Fig. 1: run 1, wires at chosen ports, followed through buffers
Scale: 1.5 px per µm.
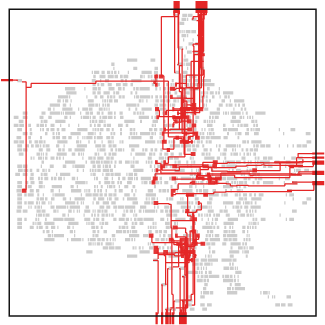
Fig. 2: run 1, signal wires by layer
Scale: 2 px per µm. Two of the layers only.
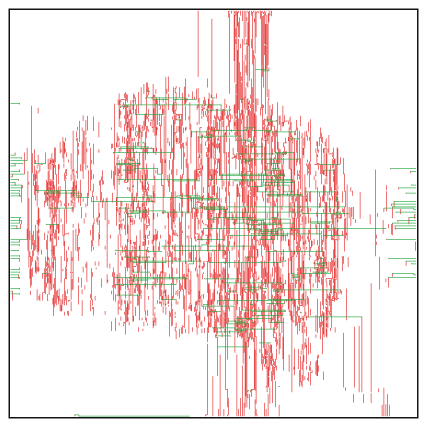
Fig. 3: run 1, placement view
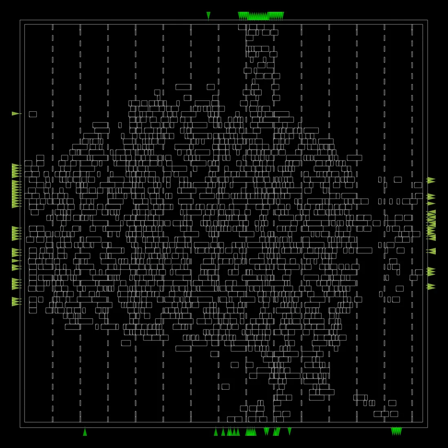
==> config.mk <==
export PLATFORM = sky130hd
export DESIGN_NAME = div_seq_ctrl
export DESIGN_NICKNAME = d
export VERILOG_FILES = /design/src/rtl/div_seq_ctrl.sv
export SDC_FILE = /design/constraint.sdc
export NUM_CORES = 1
export LEC_CHECK = 0
export CAP_MARGIN = 40
export CORE_MARGIN = 2
export CORE_UTILIZATION = 25
export CTS_BUF_LIST = sky130_fd_sc_hd__clkbuf_2
export DETAILED_ROUTE_END_ITERATION = 6
export SYNTH_ARGS = -nofsm -noshare
export SYNTH_HDL_FRONTEND = slang
export SYNTH_SLANG_ARGS = --single-unit
export TNS_END_PERCENT = 30
==> constraint.sdc <==
create_clock -name clk_i -period 5.4 [get_ports clk_i]
set_clock_uncertainty 0.1 [all_clocks]
set_input_delay 1.35 -clock clk_i [delete_from_list [all_inputs] [get_ports clk_i]]
set_output_delay 1.35 -clock clk_i [all_outputs]
set_load 0.02 [all_outputs]
==> impl_metrics.yaml, run 1 <==
# flow metrics
global_route:
  grt_pass1_wl_um: 56000
  first_global_vias: 9879
  grtUsageTotal: 0.170
  antenna_found_initial: 1
  grt_overflow: 0
  grt_max_degree: 71
synth:
  netlist_instances: 1397
  synth_top_area_share: 0.213
  largest_area_cell: "dfxtp_1"
  yosys_warnings: 0
  synthArstFlopShare: 0
  synth.distinct_cells: 68
  common_cells: "169 x nor2_1, 123 x a21oi_1, 117 x o21ai_0"
  synth_flops: 106
  synth_area_um2: 9950
  most_common_cell: "nor2_1"
  ys_area_um2: 9950
  edf_count: 0
  ff_type: "dfxtp_1"
  ys_seq_share: 0.213
  synth.area.top_cells: "dfxtp_1 21%, nor2_1 6.4%, a21oi_1 6.2%"
  syn_avg_cell_area_um2: 7.12
  synth_nets: 1511
  ys_cells: 1397
outcome:
  outcome: "complete, no violations"
worst_setup_path:
  cp-end-kind: "output pin"
  crit_fanout: 22
  reg2reg_depth: 11
  cp.arrival_ns: 3.06
  required_ns: 3.95
  cp_common_cell: "clkdlybuf4s50_1"
  path_cells: "clkdlybuf4s50_1 > nand2b_1 > buf_4 > nor2_1 > clkdlybuf4s50_1"
  ff2ff_setup_slack_ns: 1.10
  start_kind: "primary input"
  crit_slowest_cell: "clkdlybuf4s50_1"
  max_stage_delay_ns: 0.62
  crit_type: "in -> out"
clocking:
  clk_latency_ns: 0.66
  cts_max_level: 3
  numCtsBuffers: 9
  cts_root_buf: "clkbuf_2"
  cts_tree: "built"
  cts_setup_buffers: 0
  clockBufferDepth: 2
  cts_num_sinks: 106
  cts_hold_buf: 0
  cts_resized: 0
  clk_pin_slew_ns: 0.28
route:
  drtIter0Drc: 903
  firstDrtPassIters: 6
  remaining_drc_errors: 0
  viasPerCell: 5.36
  ant_nets: 0
finish:
  finalInstanceArea_um2: 11700
  drive_gt1_frac: 0.0517
  fillers: 4343
  nNetsFinal: 1580
  regArea_um2: 2120
  area_growth_pct: 17.7
  combGateArea_um2: 7220
die:
  fp_util: 0.252
  dieWidth_um: 203
  die_area_um2: 41400
  fp.dieH_um: 203
  core_area_um2: 39500
worst_hold_path:
  holdPathStages: 2
  holdCritPathClass: "reg -> reg"
final_timing:
  finalClockPeriodUsage: 0.835
  hold_slack_ns: 0.376
  rsz0062_at_grt: "false"
  fmax_ghz: 0.222
  drv_slew: 0
  tns_ns: 0
  slew_headroom: 0.358
  finalHoldViolations: 0
  tightest_slew_ns: 0.961
  fin_crit_ns: 4.51
  setup_viol: 0
place:
  dpl.cell_count: 1980
  routabilityCongestion: 0.901
  dp.final_hpwl_um: 28100
  placed_cell_area_um2: 11600
power_and_ir_drop:
  ir_drop_mv: 0.127
  power.density_nw_per_um2: 285
  leakage_nw: 4.29
job:
  cap_violations: 0
  warnings: 31
Notes on Fig. 1 above:
Red shows rs1_i, bits 32, direction input, edge 12 top, 11 bottom, 8 right, 1 left, end cells 101, wire 3460 µm.
I/O pins: 105
port buffer count: 104

Notes on Fig. 2 above:
Green shows M3, wire length 2720 µm. Red shows M2, wire length 15900 µm.
final wirelength: 36100 µm
vias after detailed routing: 10.7k
routed len/inst: 18.1 µm

Notes on Fig. 3 above:
Layout Cells excl Fill: 1997
Seq/total area: 0.181
Std-Cell Rows: 73
post-layout util: 0.297

## run 1: report_power, final
| group | leakage [nW] | internal [mW] | switching [mW] | total [mW] |
|---|---|---|---|---|
| clock network | 0.0628 | 0.0711 | 0.294 | 0.365 |
| registers | 0.874 | 0.882 | 0.182 | 1.06 |
| logic | 3.36 | 0.813 | 1.09 | 1.91 |
| total | 4.29 | 1.77 | 1.57 | 3.34 |
## run 1: logic make-up (layout without fill, tap and decap cells)
group                    count (synthesis)  after routing  synth area share
AND-OR/OR-AND                          466            466             0.300
XOR/XNOR                               101            101            0.0889
adder cells (fa/ha/maj)                 44             44            0.0561
buffers and inverters                  155            229            0.0616
flip-flops                             106            106             0.213
multiplexers                            53             53            0.0545
other                                    0              1                 0
AND/OR/NAND/NOR                        472            472             0.225
## run 1: per-layer routing
layer / share of wire / GRT usage / wire [µm] / up-vias
li1: - / - / - / 5229
met1: 0.46 / 0.240 / 16500 / 4973
met2: 0.44 / 0.267 / 15900 / 438
met3: 0.075 / 0.0222 / 2720 / 58
met4: 0.025 / 0.0537 / 909 / 0
met5: 0 / 0 / 0 / -
## run 1: per-stage QoR
stage	setup slack [ns]	util	total power, mW
after CTS	0.887	0.297	3.31
after global routing	0.692	0.297	3.59
final	0.892	0.297	3.34
after floorplan	1.59	-	2.41
after detailed placement	0.815	0.294	2.94
after global placement	0.817	0.293	2.90
## run 1: cell type report
class,instances,share of cell area
diodes,1,0.000214
clock buffers,13,0.00556
clock inverters,3,0.00214
inverters,74,0.0237
multi-input cells,1136,0.617
flip-flops and latches,106,0.181
well taps,525,0.0561
repair buffers,139,0.114
## run 1: cells in the final DEF (no fill, tap or decap), types with 26 or more instances in the layout
master	instances
nor2_1	169
a21oi_1	123
o21ai_0	117
nand2_1	106
dfxtp_1	105
clkdlybuf4s50_1	104
inv_1	72
xor2_1	58
nor3_1	52
mux2i_1	44
xnor2_1	43
ha_1	43
a211oi_1	37
buf_4	33
a221oi_1	28
or3_1	26
## run 1: critical path, delay by kind of cell
family                 cells  cell delay (ns)
buffers and inverters      3             1.33
and+or+nand+nor            2             0.36
==> inputs of run 2 (changes only) <==
==> constraint.sdc (replaced) <==
create_clock -name clk_i -period 4.1 [get_ports clk_i]
set_clock_uncertainty 0.1 [all_clocks]
set_input_delay 1.025 -clock clk_i [delete_from_list [all_inputs] [get_ports clk_i]]
set_output_delay 1.025 -clock clk_i [all_outputs]
set_load 0.02 [all_outputs]
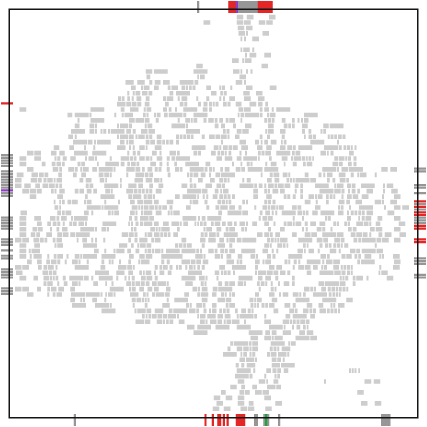
Fig. 4. Pin placement (run 2).
Scale: 2 px per µm. Pins as bars across the die edge, other pins in grey.
Green shows start_i, pins 1, direction input, edge bottom. Purple shows op_i, pins 2, direction input, edge 1 left, 1 top. Red shows rs1_i, pins 32, direction input, edge 12 top, 11 bottom, 8 right, 1 left.
All pins by edge: 34 left, 25 top, 23 bottom, 23 right.
die height: 203 µm
die width: 203 µm

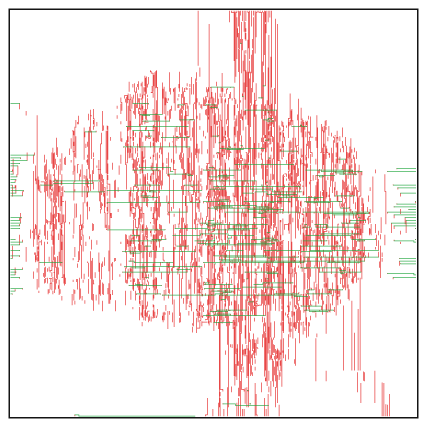
Fig. 5. Signal wires by layer (run 2).
Scale: 2 px per µm. Two of the layers only.
Green shows M3, wire length 2840 µm. Red shows M2, wire length 16100 µm.
vias after detailed routing: 10.9k
All-Layer GR Usage: 0.174
final wirelength: 36900 µm
routed len/inst: 18.1 µm

==> impl_metrics.yaml, run 2 <==
# flow metrics
place:
  io_buffer_count: 104
  placed_cell_area_um2: 12000
  place_ws_ns: 0.117
  routabilityCongestion: 0.914
  dp.final_hpwl_um: 28800
route:
  ant_nets: 0
  viasPerCell: 5.34
  drtIter0Drc: 1065
  remaining_drc_errors: 0
worst_setup_path:
  cp_common_cell: "clkdlybuf4s50_1"
  ff2ff_setup_slack_ns: 0.39
  crit_type: "in -> out"
  crit_slowest_cell: "clkdlybuf4s50_1"
  max_stage_delay_ns: 0.63
  reg2reg_depth: 12
  cp-end-kind: "output pin"
  crit_fanout: 22
  path_cells: "clkdlybuf4s50_1 > nand2b_1 > buf_4 > nor2_1 > clkdlybuf4s50_1"
  cp.arrival_ns: 2.75
  start_kind: "primary input"
final_timing:
  finalClockPeriodUsage: 0.945
  tns_ns: 0
  drv_slew: 0
  rsz0062_at_grt: "false"
  fmax_ghz: 0.258
  slew_headroom: 0.408
  tightest_slew_ns: 0.879
  fin_crit_ns: 3.87
synth:
  most_common_cell: "nor2_1"
  syn_avg_cell_area_um2: 7.12
  ff_type: "dfxtp_1"
  common_cells: "169 x nor2_1, 123 x a21oi_1, 117 x o21ai_0"
  synth_top_area_share: 0.213
  synth.distinct_cells: 68
  synth_area_um2: 9950
  synth.area.top_cells: "dfxtp_1 21%, nor2_1 6.4%, a21oi_1 6.2%"
  yosys_warnings: 0
  synth_flops: 106
  synth_nets: 1511
clocking:
  cts_num_sinks: 106
  cts_setup_buffers: 0
  cts_root_buf: "clkbuf_2"
  cts_max_level: 3
  cts_tree: "built"
  cts_hold_buf: 0
  numCtsBuffers: 9
  clk_pin_slew_ns: 0.26
finish:
  mostFrequentLayoutCell: "nor2_1"
  final_cell_mix: "169 x nor2_1, 123 x a21oi_1, 117 x o21ai_0"
  area_growth_pct: 21.5
  drive_gt1_frac: 0.0799
  final_cells: 2041
  nNetsFinal: 1626
global_route:
  grt_overflow: 0
  grt_max_degree: 67
  antenna_found_initial: 1
  grt_pass1_wl_um: 56800
power_and_ir_drop:
  ir_drop_mv: 0.178
  finalPower_mw: 4.50
die:
  die_area_um2: 41400
  row_count: 73
  fp_util: 0.252
  core_area_um2: 39500
outcome:
  outcome: "complete, no violations"
job:
  warnings: 31
worst_hold_path:
  holdPathStages: 2
[run 2: cell counts after synthesis]
No cell type changed its count.
[run 2: repair_timing]
action | in CTS | in global routing
resized | 0 | 1
hold endpoints to repair | 0 | 0
setup endpoints to repair | 0 | 3
[run 2: critical path: cells and delay by family]
family | cells | cell delay (ns)
AND/OR/NAND/NOR | 2 | 0.38
buffers and inverters | 3 | 1.34
[run 2: cells by family after synthesis]
family,count (synthesis),synth area share
flops,106,0.213
xor+xnor,101,0.0889
simple gates,472,0.225
compound gates,466,0.300
buf+inv,155,0.0616
mux,53,0.0545
fa+ha+maj,44,0.0561
[run 2: final cells by class]
type / instances / area (µm²)
Sequential cell: 106 / 2120
Timing Repair Buffer: 185 / 1700
Clock inverter: 3 / 42.5
Inverter: 74 / 278
Antenna cell: 1 / 2.50
Clock buffer: 11 / 55.1
Tap cell: 525 / 657
Fill cell: 4304 / 27400
Multi-Input combinational cell: 1136 / 7230
[run 2: where the power goes]
group          internal (mW)  total [mW]  switching [mW]
Clock                  0.138       0.509           0.371
Combinational           1.14        2.61            1.48
Sequential              1.16        1.38           0.219
Total                   2.44        4.50            2.07
[run 2: layer usage]
metal / part of all wire / vias up / track usage
met5: 0 / - / 0
met3: 0.077 / 36 / 0.0181
met2: 0.44 / 448 / 0.277
li1: - / 5337 / -
met1: 0.47 / 5077 / 0.250
met4: 0.018 / 0 / 0.0417
No activity file was given, so power comes from the tool's default toggle rates.
